cell_density.png
Scale bar: 100 um. The die is cut into 13 by 26 equal tiles; dark blue is low, red is high, 0 to 100% covered.
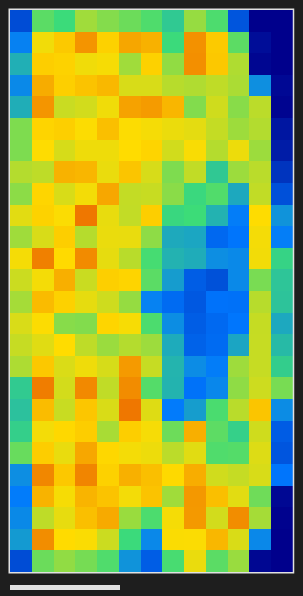
sizes.png
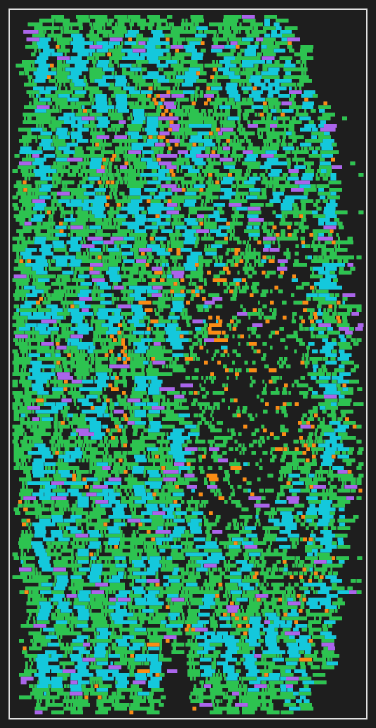
placement_by_type.png
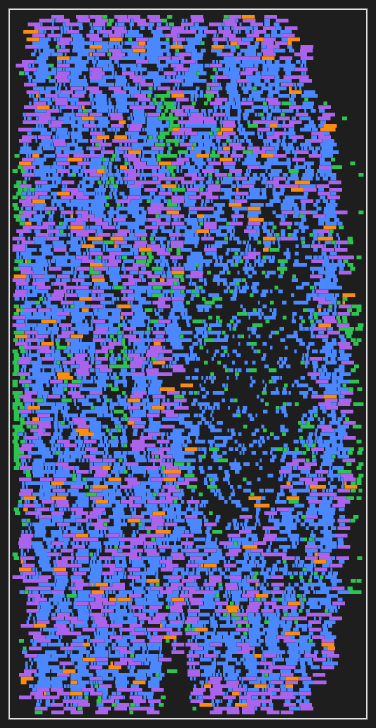
metal_density.png
Scale bar: 100 um. The die is cut into 13 by 26 equal tiles; dark blue is low, red is high, scaled to the fullest tile. Values are wire area over tile area, all layers added.
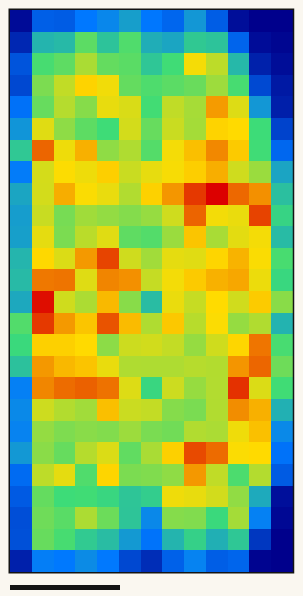
congestion.png
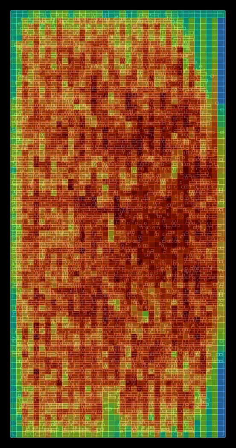
`config.mk`:
```
export PLATFORM = sky130hd
export DESIGN_NAME = branch_predictor
export DESIGN_NICKNAME = d
export VERILOG_FILES = /design/src/rtl/branch_predictor.sv
export SDC_FILE = /design/constraint.sdc
export NUM_CORES = 2
export LEC_CHECK = 0
export CORE_ASPECT_RATIO = 2
export CORE_MARGIN = 1.5
export CORE_UTILIZATION = 55
export DETAILED_ROUTE_END_ITERATION = 8
export PLACE_DENSITY = 0.72
export SETUP_SLACK_MARGIN = 0.1
export SLEW_MARGIN = 10
export SYNTH_ARGS = -nofsm -noshare
export SYNTH_HDL_FRONTEND = slang
export SYNTH_SLANG_ARGS = --single-unit
```
`constraint.sdc`:
```
create_clock -name clock -period 8.45 [get_ports clock]
set_clock_uncertainty 0.1 [all_clocks]
set_input_delay 1.2675 -clock clock [delete_from_list [all_inputs] [get_ports clock]]
set_output_delay 1.2675 -clock clock [all_outputs]
set_load 0.02 [all_outputs]
```
`src/rtl/branch_predictor.sv`:
```
// Direct-mapped BTB plus 2-bit bimodal direction table for a multi-slot fetch bundle.
// Lookup is combinational from registered state; training is applied at the clock edge.
`ifndef XLEN
`define XLEN 32
`endif

module branch_predictor #(
  parameter int NUM_ENTRIES = 16,
  parameter int FETCH_WIDTH = 3,
  parameter int IDX_BITS    = $clog2(NUM_ENTRIES),
  parameter int TAG_BITS    = `XLEN - IDX_BITS - 2
) (
  input  logic               clock,
  input  logic               reset_n,
  input  logic               fetch_valid,
  input  logic [`XLEN-1:0]   fetch_pc,
  output logic               pred_taken,
  output logic [1:0]         pred_slot,
  output logic [`XLEN-1:0]   pred_target,
  output logic [`XLEN-1:0]   next_fetch_pc,
  input  logic               upd_valid,
  input  logic [`XLEN-1:0]   upd_pc,
  input  logic               upd_cond,
  input  logic               upd_uncond,
  input  logic               upd_taken,
  input  logic [`XLEN-1:0]   upd_target
);

  logic                valid_q  [NUM_ENTRIES];
  logic [TAG_BITS-1:0] tag_q    [NUM_ENTRIES];
  logic [`XLEN-1:0]    target_q [NUM_ENTRIES];
  logic [1:0]          ctr_q    [NUM_ENTRIES];

  logic [FETCH_WIDTH-1:0] slot_taken;
  logic [`XLEN-1:0]       slot_target [FETCH_WIDTH];

  genvar gi;
  generate
    for (gi = 0; gi < FETCH_WIDTH; gi++) begin : g_slot
      logic [`XLEN-1:0]    pc_s;
      logic [IDX_BITS-1:0] idx_s;
      logic [TAG_BITS-1:0] tag_s;
      logic                unused_pc_lo;

      assign pc_s           = fetch_pc + `XLEN'(4 * gi);
      assign idx_s          = pc_s[IDX_BITS+1:2];
      assign tag_s          = pc_s[`XLEN-1:IDX_BITS+2];
      assign unused_pc_lo   = ^pc_s[1:0];
      assign slot_taken[gi] = fetch_valid && valid_q[idx_s] &&
                              (tag_q[idx_s] == tag_s) && ctr_q[idx_s][1];
      assign slot_target[gi] = target_q[idx_s];
    end
  endgenerate

  // Descending scan so the lowest taken slot wins.
  always_comb begin
    pred_taken  = 1'b0;
    pred_slot   = 2'd0;
    pred_target = '0;
    for (int s = FETCH_WIDTH - 1; s >= 0; s--) begin
      if (slot_taken[s]) begin
        pred_taken  = 1'b1;
        pred_slot   = 2'(s);
        pred_target = slot_target[s];
      end
    end
  end

  assign next_fetch_pc = pred_taken ? pred_target : fetch_pc + `XLEN'(4 * FETCH_WIDTH);

  logic [IDX_BITS-1:0] upd_idx;
  logic [TAG_BITS-1:0] upd_tag;
  logic                upd_hit;
  logic                is_uncond;
  logic                is_cond;
  logic                unused_upd_lo;

  assign upd_idx       = upd_pc[IDX_BITS+1:2];
  assign upd_tag       = upd_pc[`XLEN-1:IDX_BITS+2];
  assign unused_upd_lo = ^upd_pc[1:0];
  assign upd_hit       = valid_q[upd_idx] && (tag_q[upd_idx] == upd_tag);
  assign is_uncond     = upd_uncond;
  assign is_cond       = upd_cond && !upd_uncond;

  logic                wr_en;
  logic                valid_d;
  logic [TAG_BITS-1:0] tag_d;
  logic [`XLEN-1:0]    target_d;
  logic [1:0]          ctr_d;

  always_comb begin
    wr_en    = 1'b0;
    valid_d  = valid_q[upd_idx];
    tag_d    = tag_q[upd_idx];
    target_d = target_q[upd_idx];
    ctr_d    = ctr_q[upd_idx];
    if (upd_valid && (is_cond || is_uncond)) begin
      if (upd_hit) begin
        wr_en = 1'b1;
        if (is_uncond) begin
          ctr_d    = 2'b11;
          target_d = upd_target;
        end else if (upd_taken) begin
          if (ctr_q[upd_idx] != 2'b11) ctr_d = ctr_q[upd_idx] + 2'd1;
          target_d = upd_target;
        end else if (ctr_q[upd_idx] != 2'b00) begin
          ctr_d = ctr_q[upd_idx] - 2'd1;
        end
      end else if (upd_taken) begin
        // Allocation replaces whatever alias currently owns the index.
        wr_en    = 1'b1;
        valid_d  = 1'b1;
        tag_d    = upd_tag;
        target_d = upd_target;
        ctr_d    = is_uncond ? 2'b11 : 2'b10;
      end
    end
  end

  always_ff @(posedge clock or negedge reset_n) begin
    if (!reset_n) begin
      for (int e = 0; e < NUM_ENTRIES; e++) begin
        valid_q[e]  <= 1'b0;
        tag_q[e]    <= '0;
        target_q[e] <= '0;
        ctr_q[e]    <= 2'b01;
      end
    end else if (wr_en) begin
      valid_q[upd_idx]  <= valid_d;
      tag_q[upd_idx]    <= tag_d;
      target_q[upd_idx] <= target_d;
      ctr_q[upd_idx]    <= ctr_d;
    end
  end

endmodule

```
==> impl_metrics.tcl <==
# metrics dict for downstream scripts
set metrics [dict create \
    status "complete, no violations" \
    ys_cells 6180 \
    antenna_found_initial 13 \
    worstRegToRegCells 10 \
    dieHeight_um 512 \
    power_top_consumer "registers" \
    critPathKind "in2out" \
    report.final.slew_viol_count 0 \
    clk_latency_ns 0.76 \
    antennaDiodeCount 8 \
    setup_viol 0 \
    placed_area_mm2 0.0757 \
    cp_num_cells 15 \
    gp_congestion 1.06 \
    setup-tns-final_ns 0 \
    compound_area_frac 0.104 \
    flop_cell "dfrtp_1" \
    seq_cell_count 976 \
    reg2reg_from "tag_q[77]" \
    largest_area_cell "dfrtp_1" \
    wl_um 286000 \
    synth-simple-area-share 0.104 \
    clk_pin_slew_worst_paths_ns 0.06 \
    logic_area_mm2 0.0438 \
    hold_viol_final 0 \
    period_used_share 0.976 \
    cp.arrival_ns 6.88 \
    numCtsBuffers 95 \
    fill_cells 10200 \
    top_cells_by_count "nand2_1, mux4_2, dfrtp_1" \
    root_buffer "clkbuf_16" \
    port_buffers 167 \
    syn_area_mm2 0.0713 \
    yosys_warnings 0 \
    finalPower_mw 14.3 \
    topCellsByArea "dfrtp_1, mux4_2, o21ai_0" \
    first_global_vias 59500 \
    clock_buffers 126 \
    clk_share 0.0442 \
    ioPinCount 170 \
    overflow 0 \
    relSlewSlack 0.150 \
    min_period_ns 8.24 \
    cpMaxStageDelayCell "clkdlybuf4s50_1" \
    crit_fanout 31 \
    synth_cell_type_count 100 \
    die_w_um 258 \
    power.switching_mw 4.71 \
    cp_cell_sequence "buf_8 > inv_2 > ha_4 > buf_4 > mux4_2 > a211oi_1 > or4_1 > nand4_1 > or4_4 > nor4_4 > buf_4 > nand2_1 > a311o_1 > a21oi_1 > clkdlybuf4s50_1" \
    p_seq_mw 5.77 \
    cts_max_level 3 \
    area_growth_pct 11.1 \
    critPathCapture "next_fetch_pc[7]" \
    r2r_slack_ns 2.93 \
    inv_count 29 \
    tap_cells 1692 \
    syn_area_per_cell_um2 11.5 \
    highest_layer "met5" \
    place_ws_ns 0.139 \
]
About cell_density.png:
fullest tile: 87%
tiles over 75% full: 23%
nearly empty tiles: 3.6%
mean over tiles: 58%
Final Core Density: 0.617
core region area: 0.128 mm^2
Core Density at Floorplan: 0.555

About sizes.png:
| size | colour | cells | share |
|---|---|---|---|
| _0 and _1 cells | green | 4478 | 72% |
| _2 cells | cyan | 1208 | 19% |
| _3 and _4 cells | orange | 343 | 5.5% |
| _6 and larger | purple | 212 | 3.4% |
worst setup margin: 0.205 ns
Non-clk bufs: 539
fin area: 0.0792 mm^2

About placement_by_type.png:
| class | colour | cells | share of their area |
|---|---|---|---|
| remaining buffers and delay cells | green | 539 | 6.8% |
| clock drivers and dummy loads | orange | 174 | 4.5% |
| combinational and other logic | blue | 4552 | 57% |
| sequential cells | purple | 976 | 32% |
Seq area share: 0.309
Core Rows: 186

About metal_density.png:
fullest tile: 0.69
mean over tiles: 0.39
nearly empty tiles: 2.1%
tiles over half the peak: 70%
Vias: 59600
GRT Util Overall: 0.437

About congestion.png:
grt met1 use: 0.492
global routing's busiest layer: met2
met3 GRT Util: 0.0980
per-cell routed wire length: 36.0 um
met2 usage: 0.701

